==> src/rtl/mem_arbiter_if.sv <==
// Bundles the fetch port, data port and shared memory port of mem_arbiter.
// The slave modport is the arbiter's view; master is the requester/memory-model side.
interface mem_arbiter_if;
    logic        i_req_valid;
    logic [31:0] i_rd_addr;
    logic [31:0] i_rd_data;
    logic        i_ack;
    logic        i_err;

    logic        d_req_valid;
    logic        d_rd_wr;
    logic [31:0] d_rd_addr;
    logic [31:0] d_wr_addr;
    logic [31:0] d_wr_data;
    logic [31:0] d_rd_data;
    logic        d_ack;
    logic        d_err;

    logic        mem_req_valid;
    logic        mem_rd_wr;
    logic [31:0] mem_rd_addr;
    logic [31:0] mem_wr_addr;
    logic [31:0] mem_wr_data;
    logic [31:0] mem_rd_data;
    logic        mem_ack;

    modport slave (
        input  i_req_valid, i_rd_addr,
        input  d_req_valid, d_rd_wr, d_rd_addr, d_wr_addr, d_wr_data,
        input  mem_rd_data, mem_ack,
        output i_rd_data, i_ack, i_err,
        output d_rd_data, d_ack, d_err,
        output mem_req_valid, mem_rd_wr, mem_rd_addr, mem_wr_addr, mem_wr_data
    );

    modport master (
        output i_req_valid, i_rd_addr,
        output d_req_valid, d_rd_wr, d_rd_addr, d_wr_addr, d_wr_data,
        output mem_rd_data, mem_ack,
        input  i_rd_data, i_ack, i_err,
        input  d_rd_data, d_ack, d_err,
        input  mem_req_valid, mem_rd_wr, mem_rd_addr, mem_wr_addr, mem_wr_data
    );
endinterface

==> src/rtl/mem_arbiter.sv <==
// Round-robin arbiter sharing one memory port between instruction fetch and data accesses.
// Define MEM_ARB_TIMEOUT_EN to abort a BUSY transaction after TIMEOUT_CYCLES cycles without mem_ack.
module mem_arbiter #(
    parameter int TIMEOUT_CYCLES = 64
) (
    input logic          clk,
    input logic          reset,
    mem_arbiter_if.slave bus
);

    typedef enum logic [1:0] {
        IDLE,
        BUSY,
        DONE
    } state_t;

    state_t state;
    logic   last_grant_data;
    logic   grant_data;
    logic   pick_fetch;

    // Fetch wins when alone, or on a tie when data held the previous grant.
    assign pick_fetch = bus.i_req_valid && (!bus.d_req_valid || last_grant_data);

`ifdef MEM_ARB_TIMEOUT_EN
    localparam int CNT_W = $clog2(TIMEOUT_CYCLES) + 1;
    logic [CNT_W-1:0] busy_cnt;
    logic             busy_expired;
    assign busy_expired = (busy_cnt == CNT_W'(TIMEOUT_CYCLES - 1));
`else
    assign bus.i_err = 1'b0;
    assign bus.d_err = 1'b0;
`endif

    always_ff @(posedge clk) begin
        if (reset) begin
            state             <= IDLE;
            last_grant_data   <= 1'b1;
            grant_data        <= 1'b0;
            bus.mem_req_valid <= 1'b0;
            bus.mem_rd_wr     <= 1'b0;
            bus.mem_rd_addr   <= 32'h0;
            bus.mem_wr_addr   <= 32'h0;
            bus.mem_wr_data   <= 32'h0;
            bus.i_ack         <= 1'b0;
            bus.i_rd_data     <= 32'h0;
            bus.d_ack         <= 1'b0;
            bus.d_rd_data     <= 32'h0;
`ifdef MEM_ARB_TIMEOUT_EN
            busy_cnt          <= '0;
            bus.i_err         <= 1'b0;
            bus.d_err         <= 1'b0;
`endif
        end else begin
            // Completion strobes and return data are single-cycle; clear them by default.
            bus.i_ack     <= 1'b0;
            bus.i_rd_data <= 32'h0;
            bus.d_ack     <= 1'b0;
            bus.d_rd_data <= 32'h0;
`ifdef MEM_ARB_TIMEOUT_EN
            bus.i_err     <= 1'b0;
            bus.d_err     <= 1'b0;
`endif
            case (state)
                IDLE: begin
                    if (bus.i_req_valid || bus.d_req_valid) begin
                        state             <= BUSY;
                        bus.mem_req_valid <= 1'b1;
`ifdef MEM_ARB_TIMEOUT_EN
                        busy_cnt          <= '0;
`endif
                        if (pick_fetch) begin
                            grant_data      <= 1'b0;
                            last_grant_data <= 1'b0;
                            bus.mem_rd_wr   <= 1'b0;
                            bus.mem_rd_addr <= bus.i_rd_addr;
                            bus.mem_wr_addr <= 32'h0;
                            bus.mem_wr_data <= 32'h0;
                        end else begin
                            grant_data      <= 1'b1;
                            last_grant_data <= 1'b1;
                            bus.mem_rd_wr   <= bus.d_rd_wr;
                            bus.mem_rd_addr <= bus.d_rd_addr;
                            bus.mem_wr_addr <= bus.d_wr_addr;
                            bus.mem_wr_data <= bus.d_wr_data;
                        end
                    end
                end
                BUSY: begin
                    if (bus.mem_ack) begin
                        state             <= DONE;
                        bus.mem_req_valid <= 1'b0;
                        if (grant_data) begin
                            bus.d_ack     <= 1'b1;
                            bus.d_rd_data <= bus.mem_rd_wr ? 32'h0 : bus.mem_rd_data;
                        end else begin
                            bus.i_ack     <= 1'b1;
                            bus.i_rd_data <= bus.mem_rd_data;
                        end
                    end
`ifdef MEM_ARB_TIMEOUT_EN
                    else if (busy_expired) begin
                        state             <= DONE;
                        bus.mem_req_valid <= 1'b0;
                        if (grant_data) begin
                            bus.d_ack <= 1'b1;
                            bus.d_err <= 1'b1;
                        end else begin
                            bus.i_ack <= 1'b1;
                            bus.i_err <= 1'b1;
                        end
                    end else begin
                        busy_cnt <= busy_cnt + 1'b1;
                    end
`endif
                end
                // One dead cycle lets the served requester drop valid before the next grant.
                DONE: begin
                    state <= IDLE;
                end
                default: begin
                    state <= IDLE;
                end
            endcase
        end
    end

endmodule

==> src/flat_wrapper.sv <==
// flat-port wrapper written by rule: the top's interface ports become plain ports
module mem_arbiter_flat 
#(
    parameter int TIMEOUT_CYCLES = 64
)
  (clk, reset, bus_i_req_valid, bus_i_rd_addr, bus_d_req_valid, bus_d_rd_wr, bus_d_rd_addr, bus_d_wr_addr, bus_d_wr_data, bus_mem_rd_data, bus_mem_ack, bus_i_rd_data, bus_i_ack, bus_i_err, bus_d_rd_data, bus_d_ack, bus_d_err, bus_mem_req_valid, bus_mem_rd_wr, bus_mem_rd_addr, bus_mem_wr_addr, bus_mem_wr_data);
  mem_arbiter_if bus_i ();
  input logic clk;
  input logic reset;
  input wire logic [$bits(bus_i.i_req_valid)-1:0] bus_i_req_valid;
  input wire logic [$bits(bus_i.i_rd_addr)-1:0] bus_i_rd_addr;
  input wire logic [$bits(bus_i.d_req_valid)-1:0] bus_d_req_valid;
  input wire logic [$bits(bus_i.d_rd_wr)-1:0] bus_d_rd_wr;
  input wire logic [$bits(bus_i.d_rd_addr)-1:0] bus_d_rd_addr;
  input wire logic [$bits(bus_i.d_wr_addr)-1:0] bus_d_wr_addr;
  input wire logic [$bits(bus_i.d_wr_data)-1:0] bus_d_wr_data;
  input wire logic [$bits(bus_i.mem_rd_data)-1:0] bus_mem_rd_data;
  input wire logic [$bits(bus_i.mem_ack)-1:0] bus_mem_ack;
  output wire logic [$bits(bus_i.i_rd_data)-1:0] bus_i_rd_data;
  output wire logic [$bits(bus_i.i_ack)-1:0] bus_i_ack;
  output wire logic [$bits(bus_i.i_err)-1:0] bus_i_err;
  output wire logic [$bits(bus_i.d_rd_data)-1:0] bus_d_rd_data;
  output wire logic [$bits(bus_i.d_ack)-1:0] bus_d_ack;
  output wire logic [$bits(bus_i.d_err)-1:0] bus_d_err;
  output wire logic [$bits(bus_i.mem_req_valid)-1:0] bus_mem_req_valid;
  output wire logic [$bits(bus_i.mem_rd_wr)-1:0] bus_mem_rd_wr;
  output wire logic [$bits(bus_i.mem_rd_addr)-1:0] bus_mem_rd_addr;
  output wire logic [$bits(bus_i.mem_wr_addr)-1:0] bus_mem_wr_addr;
  output wire logic [$bits(bus_i.mem_wr_data)-1:0] bus_mem_wr_data;
  assign bus_i.i_req_valid = bus_i_req_valid;
  assign bus_i.i_rd_addr = bus_i_rd_addr;
  assign bus_i.d_req_valid = bus_d_req_valid;
  assign bus_i.d_rd_wr = bus_d_rd_wr;
  assign bus_i.d_rd_addr = bus_d_rd_addr;
  assign bus_i.d_wr_addr = bus_d_wr_addr;
  assign bus_i.d_wr_data = bus_d_wr_data;
  assign bus_i.mem_rd_data = bus_mem_rd_data;
  assign bus_i.mem_ack = bus_mem_ack;
  assign bus_i_rd_data = bus_i.i_rd_data;
  assign bus_i_ack = bus_i.i_ack;
  assign bus_i_err = bus_i.i_err;
  assign bus_d_rd_data = bus_i.d_rd_data;
  assign bus_d_ack = bus_i.d_ack;
  assign bus_d_err = bus_i.d_err;
  assign bus_mem_req_valid = bus_i.mem_req_valid;
  assign bus_mem_rd_wr = bus_i.mem_rd_wr;
  assign bus_mem_rd_addr = bus_i.mem_rd_addr;
  assign bus_mem_wr_addr = bus_i.mem_wr_addr;
  assign bus_mem_wr_data = bus_i.mem_wr_data;
  mem_arbiter #(.TIMEOUT_CYCLES(TIMEOUT_CYCLES)) u_core (.clk(clk), .reset(reset), .bus(bus_i));
endmodule
==> config.mk <==
export PLATFORM = sky130hd
export DESIGN_NAME = mem_arbiter_flat
export DESIGN_NICKNAME = d
export VERILOG_FILES = /design/src/rtl/mem_arbiter_if.sv /design/src/rtl/mem_arbiter.sv /design/src/flat_wrapper.sv
export SDC_FILE = /design/constraint.sdc
export NUM_CORES = 1
export LEC_CHECK = 0
export ABC_AREA = 1
export CAP_MARGIN = 20
export CORE_MARGIN = 8
export CORE_UTILIZATION = 40
export CTS_CLUSTER_SIZE = 8
export DETAILED_ROUTE_END_ITERATION = 8
export GPL_TIMING_DRIVEN = 0
export PLACE_DENSITY = 0.94
export SYNTH_ARGS = -nofsm -noshare
export SYNTH_HDL_FRONTEND = slang
export SYNTH_SLANG_ARGS = --single-unit
==> constraint.sdc <==
create_clock -name clk -period 1.9 [get_ports clk]
set_input_delay 0.285 -clock clk [delete_from_list [all_inputs] [get_ports clk]]
set_output_delay 0.285 -clock clk [all_outputs]
set_load 0.01 [all_outputs]
==> run_1/pdn.png <==
Pins as bars on the die edge. Tap cells in gray.
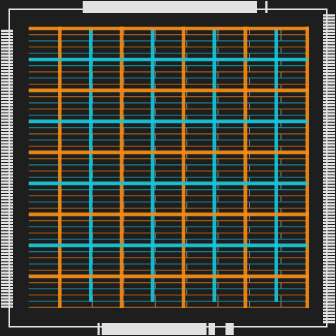
[cyan] VDD
[orange] VSS
met1 rails: 46
rows: 45
tap cells: 188
met5 straps: 9
met4 straps: 9

==> run_1/cell_classes.png <==
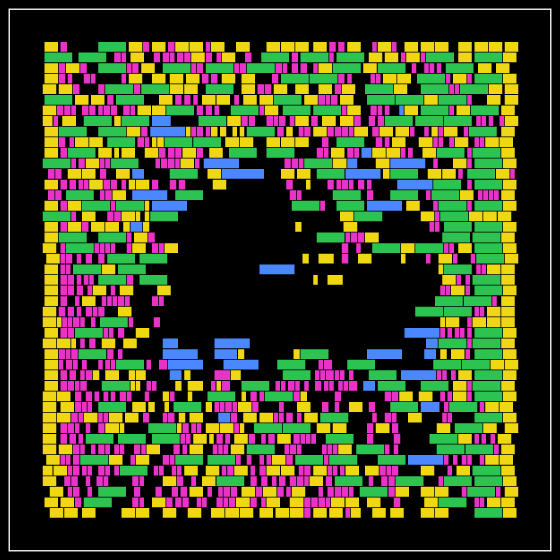
[yellow] other buffers and delay cells | cells: 385 | share of their area: 36%
[green] flip-flops | cells: 168 | share of their area: 34%
[magenta] all other logic | cells: 550 | share of their area: 24%
[blue] clock drivers and dummy loads | cells: 32 | share of their area: 6.0%

==> summary.txt, run 1 <==
Run status -> complete, no violations
Dominant logic cell type in the layout -> clkdlybuf4s50_1
RSZ-0062 raised after global routing -> no
Register share after synthesis -> 55.9%
Flop share of the area -> 33.2%
Highest metal used -> met5
Logic pwr share -> 18.7%
First-pass iteration count of the detailed router -> 5
PwrDens -> 877 nW/um2
Final Cycle Share -> 86.8%
Critical Path AT -> 1.36 ns
Clk network pwr share -> 38.4%
Max incr delay on CP -> 0.62 ns
Final WL -> 22,800 um
Number of OpenROAD warnings -> 26
Largest net degree at the start of global routing -> 17
Flop count -> 168
Drc violations -> 0
Peak supply drop -> 0.662 mV
Critical Path Source -> u_core.bus.mem_wr_addr[31]
GR peak layer -> met2
DR vias/cell -> 4.80
Seq. pwr -> 3.81 mW
Capturing point of the worst reg2reg path -> u_core.bus.mem_wr_data[22]
Max Slew Vio Count -> 0
Placed inst area -> 9540 um2
Post_cts resized -> 0
Fillers -> 1,189
WP data required -> 1.62 ns
Endpoint, Worst Hold -> u_core.bus.mem_rd_addr[31]
Met1 wire length -> 9010 um
Clock sink count -> 168
Final nets -> 1,288
Clock buffer count -> 20
H-tree depth -> 4
Biggest area cells -> dfxtp_1, nand3_1, nand2_1
Total power -> 8.89 mW
Max-Cap Viols -> 0
Int Pwr -> 6.49 mW
Most frequent cells in the layout -> clkdlybuf4s50_1, dfxtp_1, nand2_1
Peak Freq -> 607 MHz
GR Layer Usage met3 -> 8.36%
Main flop type -> dfxtp_1
Placed cells -> 1,291
Buf/Inv on CP -> 1
Post-place setup slack -> -0.169 ns
Post-Layout Cell Count -> 1,323
Synth logic family -> simple AND/OR/NAND/NOR gates
CP Class -> reg2out
Top cells by count -> dfxtp_1, nand2_1, nand3_1
Post-detail-place hpwl -> 18,100 um
Initial DRC count -> 278
Ant. Diodes -> 0
Ys cells -> 774
Fin. Hold Viols -> 0
CP endpoint kind -> primary output
Sequential standard cell area -> 3360 um2
Routed wl met2 -> 11,300 um
CTS tree -> built
Comb/total area -> 19.5%
Initial Util -> 40.2%
Ys Warns -> 0
Grt ovf -> 0
Xor/xnor share -> 0%
CP endpoint -> bus_mem_wr_addr[31]
CTS Buffer Depth -> 2
Top-count cell post-synth -> dfxtp_1
Area delta synth->final -> 68.3%
Routed via count -> 6,348
Post-synthesis instance total -> 774
First-pass GRT wire length -> 35,100 um
CP top delay family -> buffers and inverters
Register bit count reported by yosys -> 168
GR Layer Usage met1 -> 24.3%
Non-clock buffer share -> 35.2%
Die area -> 19,200 um2
Reg clk slew, reported paths -> 0.07 ns
Number of logic gates -> 445
Hold path depth -> 5
Layout cells sized above 1 -> 5.99%
Critical Path Fanout Max -> 2
Drt wl/cell -> 17.3 um
Async S/R FF share, synth -> 0%
Leakage power -> 4.30 nW
==> run_1/clock_map.png <==
Scale bar: 50 um.
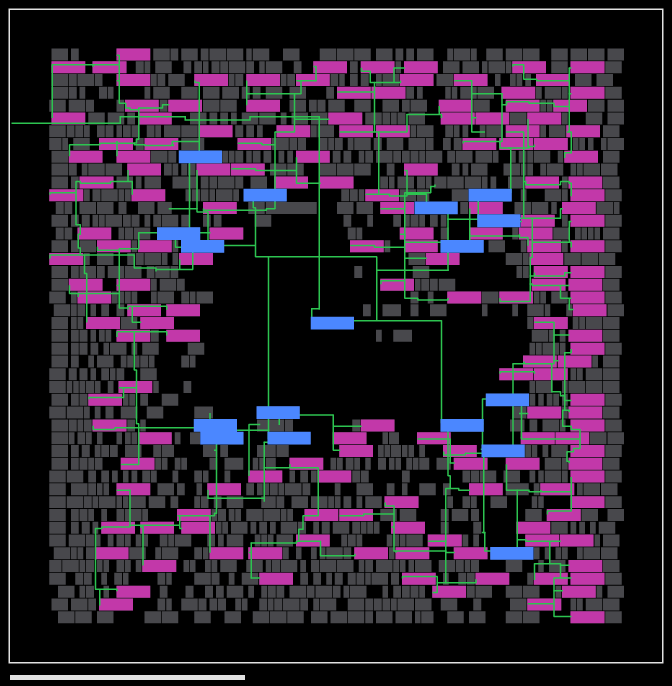
[blue] cells driving clock nets | count: 17
[green] clock wires | length: 1,960 um
[magenta] flip-flops | count: 168
flops lie: all over the die

==> run 2: changes to the inputs <==
--- a/config.mk
+++ b/config.mk
@@ -12,4 +12,5 @@
 export CTS_CLUSTER_SIZE = 8
 export DETAILED_ROUTE_END_ITERATION = 8
+export GPL_ROUTABILITY_DRIVEN = 0
 export GPL_TIMING_DRIVEN = 0
 export PLACE_DENSITY = 0.94
==> constraint.sdc (replaced) <==
create_clock -name clk -period 1.9 [get_ports clk]
set_input_delay 0.19 -clock clk [delete_from_list [all_inputs] [get_ports clk]]
set_output_delay 0.19 -clock clk [all_outputs]
set_load 0.01 [all_outputs]
==> run_2/clock_map.png <==
Scale bar: 50 um.
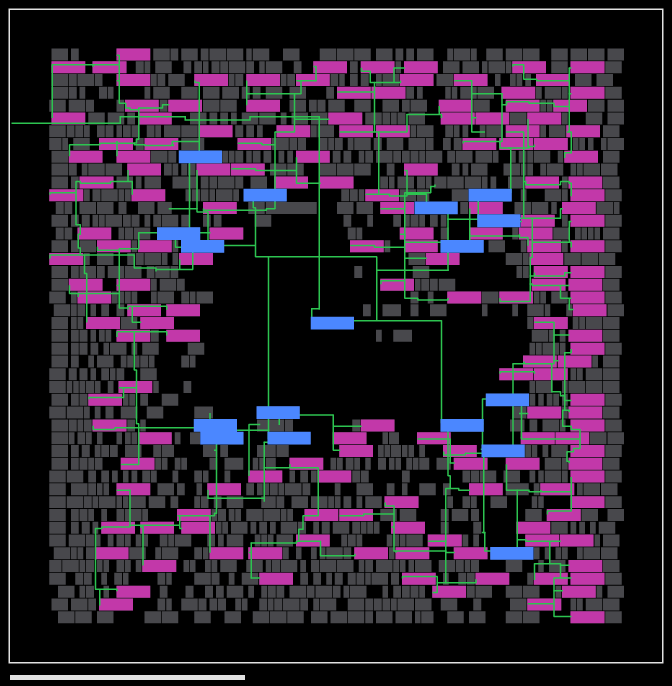
[blue] cells driving clock nets | count: 17
[green] clock wires | length: 1,960 um
[magenta] flip-flops | count: 168
routed clock nets: 18

==> run_2/final_congestion.png <==
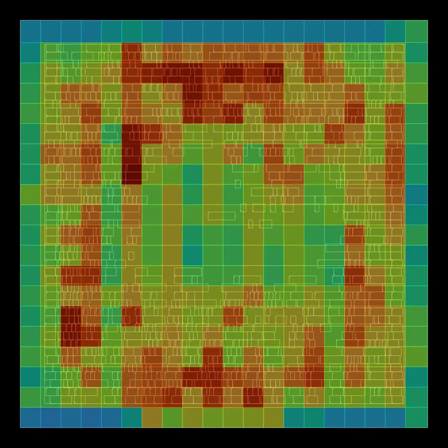
GR Layer Usage met1: 24.3%
GRT Total Usage: 23.0%
Final Util: 67.6%

==> run 2 against run 1 <==
  * Register-to-register slack is essentially flat
  * First-iteration DRC count is the same
  * Power is the same
==> summary.txt, run 2 <==
Fa+ha+maj area frac -> 0%
Clk network pwr share -> 38.4% (about the same)
Flop share of the area -> 33.2% (unchanged)
Grt ovf -> 0 (unchanged)
Main flop type -> dfxtp_1
Xor/xnor share -> 0% (unchanged)
RSZ-0062 raised after global routing -> no
Drc violations -> 0 (unchanged)
Post-synthesis instance total -> 774 (unchanged)
# Taps -> 188
Async S/R FF share, synth -> 0% (unchanged)
Critical Path AT -> 1.91 ns (+0.55 ns)
Fin. Hold Viols -> 0 (unchanged)
Number of logic gates -> 445 (unchanged)
Met1 wire length -> 9010 um (unchanged)
Number of OpenROAD warnings -> 26 (unchanged)
Critical Path Fanout Max -> 10 (+8)
Buf/Inv on CP -> 3 (+2)
Post-place setup slack -> -0.0743 ns (+0.0950 ns)
Most frequent cells in the layout -> clkdlybuf4s50_1, dfxtp_1, nand2_1
Critical Path Source -> u_core.last_grant_data
CTS root buf -> clkbuf_16
Seq. pwr -> 3.81 mW (about the same)
Max Slew Vio Count -> 0 (unchanged)
Peak supply drop -> 0.662 mV (unchanged)
Clock buffer count -> 20 (unchanged)
Capturing point of the worst reg2reg path -> u_core.bus.mem_wr_data[22]
Area delta synth->final -> 68.3% (unchanged)
PwrDens -> 877 nW/um2 (unchanged)
Max-Cap Viols -> 0 (unchanged)
Top-count cell post-synth -> dfxtp_1
Flop count -> 168 (unchanged)
Initial antenna violation count -> 1
CP endpoint -> u_core.bus.mem_wr_data[22]
Ant. Diodes -> 0 (unchanged)
Biggest area cells -> dfxtp_1, nand3_1, nand2_1
GR peak layer -> met2
CP top delay family -> buffers and inverters
Drt wl/cell -> 17.3 um (unchanged)
First-pass GRT wire length -> 35,100 um (unchanged)
Max incr delay on CP -> 0.31 ns (-0.31 ns)
Gate Area -> 1980 um2
Reg clk slew, reported paths -> 0.07 ns (about the same)
Final WL -> 22,800 um (unchanged)
Leakage power -> 4.30 nW (unchanged)
Sequential standard cell area -> 3360 um2 (unchanged)
Initial Util -> 40.2% (unchanged)
Met2 usage -> 40.9%
CTS tree -> built
Peak Freq -> 636 MHz (+4.8%)
Int Pwr -> 6.49 mW (unchanged)
Initial DRC count -> 278 (unchanged)
Final Cycle Share -> 82.8% (-4.0 points)
Highest metal used -> met5
Largest net degree at the start of global routing -> 17 (unchanged)
Post-detail-place hpwl -> 18,100 um (unchanged)
Dominant logic cell type in the layout -> clkdlybuf4s50_1
Routed via count -> 6,348 (unchanged)
DR vias/cell -> 4.80 (unchanged)
Run status -> complete, no violations
Slew Limit Headroom -> 61.0%
WP data required -> 2.24 ns (+0.62 ns)
Comb/total area -> 19.5% (unchanged)
Non-clock buffer share -> 35.2% (unchanged)
Final nets -> 1,288 (unchanged)
Total power -> 8.89 mW (unchanged)
Placed inst area -> 9540 um2 (unchanged)
Placed cells -> 1,291 (unchanged)
Register bit count reported by yosys -> 168 (unchanged)
First-pass iteration count of the detailed router -> 5 (unchanged)
Switching Share -> 27.0%
CP endpoint kind -> flip-flop
Layout cells sized above 1 -> 5.99% (unchanged)
CP Depth -> 7
Logic pwr share -> 18.7% (about the same)
Register share after synthesis -> 55.9% (unchanged)
Ys Warns -> 0 (unchanged)
H-tree depth -> 4 (unchanged)
CTS Buffer Depth -> 2 (unchanged)
Die area -> 19,200 um2 (unchanged)
Clock sink count -> 168 (unchanged)
Post-route cell area -> 10,100 um2
Synth logic family -> simple AND/OR/NAND/NOR gates
Core Region -> 15,000 um2
Fillers -> 1,189 (unchanged)
Endpoint, Worst Hold -> u_core.bus.mem_rd_addr[31]
Ys cells -> 774 (unchanged)
==> run_2/metal_stack.png <==
Scale bar: 50 um.
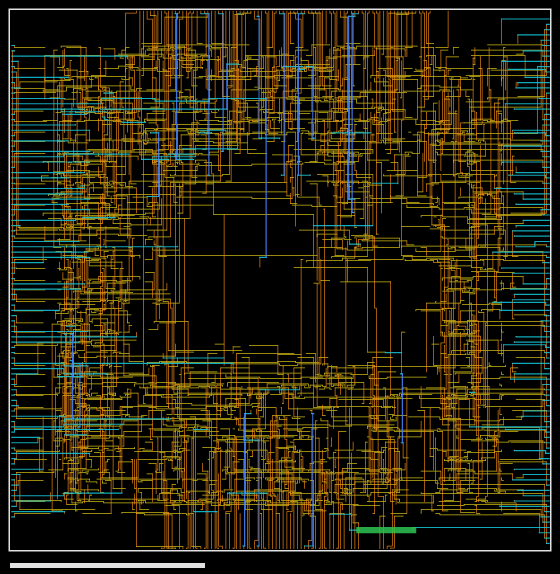

==> run 3: changes to the inputs <==
Settings changed: CORE_UTILIZATION 40 to 39, PLACE_DENSITY 0.94 to 0.92.
Clock period 1.9 ns to 1.6 ns, I/O delays scaled along.
==> run_3/metal_stack.png <==
Scale bar: 50 um.
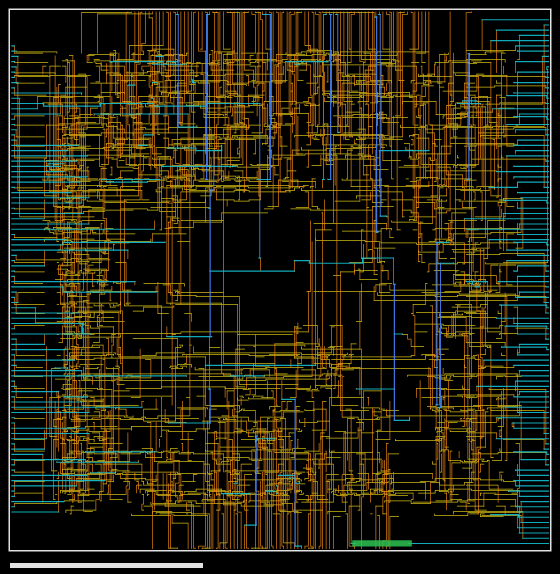
[blue] met4 | wire length: 656 um
[yellow] met1 | wire length: 8,470 um
[orange] met2 | wire length: 11,400 um
[cyan] met3 | wire length: 2,310 um
[green] met5 | wire length: 13.8 um

==> run_3/cell_classes.png <==
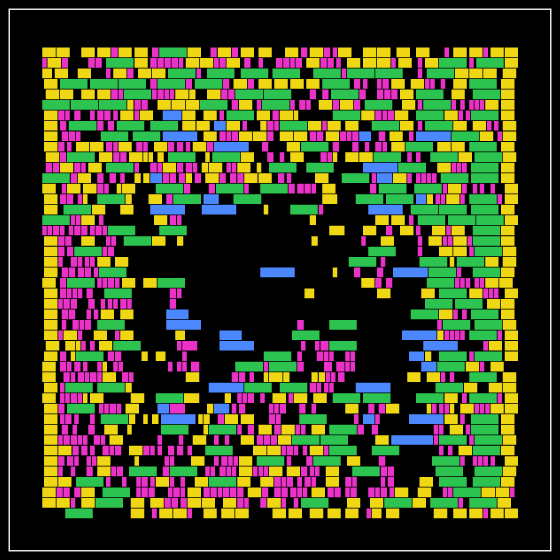
[yellow] other buffers and delay cells | cells: 385 | share of their area: 36%
[green] flip-flops | cells: 168 | share of their area: 34%
[magenta] all other logic | cells: 550 | share of their area: 24%
[blue] clock drivers and dummy loads | cells: 32 | share of their area: 6.1%

==> run 3 against run 2 <==
  * Synthesized cell count unchanged
  * Via count decreased by 0.11%
  * Register-to-register slack got worse by 0.16 ns
  * Flip-flop count unchanged
==> summary.txt, run 3 <==
Ant. Diodes -> 0 (unchanged)
Endpoint, Worst Hold -> u_core.bus.mem_rd_addr[31]
Dominant logic cell type in the layout -> clkdlybuf4s50_1
Max Slew Vio Count -> 0 (unchanged)
Layout cells sized above 1 -> 6.26% (+0.26 points)
Register bit count reported by yosys -> 168 (unchanged)
Max incr delay on CP -> 0.58 ns (+0.27 ns)
Int Pwr -> 7.72 mW (+19%)
Drt wl/cell -> 17.3 um (about the same)
Synth logic family -> simple AND/OR/NAND/NOR gates
Grt ovf -> 0 (unchanged)
Fa+ha+maj area frac -> 0% (unchanged)
# Taps -> 188 (unchanged)
Most frequent cells in the layout -> clkdlybuf4s50_1, dfxtp_1, nand2_1
CTS root buf -> clkbuf_16
CP Depth -> 1 (-6)
Fillers -> 1,192 (+0.25%)
CP endpoint kind -> primary output
Async S/R FF share, synth -> 0% (unchanged)
Post-place setup slack -> -0.347 ns (-0.272 ns)
Placed inst area -> 9540 um2 (unchanged)
Flop count -> 168 (unchanged)
Xor/xnor share -> 0% (unchanged)
Number of OpenROAD warnings -> 26 (unchanged)
Post-route cell area -> 10,200 um2 (+0.28%)
Max-Cap Viols -> 0 (unchanged)
Switching Share -> 27.5% (+0.56 points)
CTS Buffer Depth -> 2 (unchanged)
Final nets -> 1,288 (unchanged)
Run status -> complete, no violations
Initial DRC count -> 384 (+38%)
Flop share of the area -> 33.1% (-0.094 points)
Biggest area cells -> dfxtp_1, nand3_1, nand2_1
Ys Warns -> 0 (unchanged)
Capturing point of the worst reg2reg path -> u_core.bus.mem_wr_data[13]
Gate Area -> 1980 um2 (+0.25%)
Final WL -> 22,900 um (about the same)
Highest metal used -> met5
CP endpoint -> bus_mem_rd_addr[7]
GR Layer Usage met1 -> 23.5% (-0.79 points)
Critical Path AT -> 1.38 ns (-0.53 ns)
RSZ-0062 raised after global routing -> no
GRT Total Usage -> 22.5% (-0.48 points)
Post-synthesis instance total -> 774 (unchanged)
WP data required -> 1.44 ns (-0.80 ns)
Initial Util -> 39.7% (-0.45 points)
Clock buffer count -> 18 (-10%)
Slew Limit Headroom -> 61.0% (about the same)
Buf/Inv on CP -> 1 (-2)
Largest net degree at the start of global routing -> 19 (+2)
Ys cells -> 774 (unchanged)
Met2 usage -> 40.2% (-0.63 points)
Clk network pwr share -> 39.0% (+0.6 points)
Core Region -> 15,100 um2 (+1.1%)
Leakage power -> 4.32 nW (+0.54%)
Post-detail-place hpwl -> 17,900 um (-0.85%)
Register share after synthesis -> 55.9% (unchanged)
Sequential standard cell area -> 3360 um2 (unchanged)
Routed via count -> 6,341 (-0.11%)
H-tree depth -> 4 (unchanged)
Final Cycle Share -> 95.9%
Power figures rest on the tool's default switching activity, not on a simulated workload.
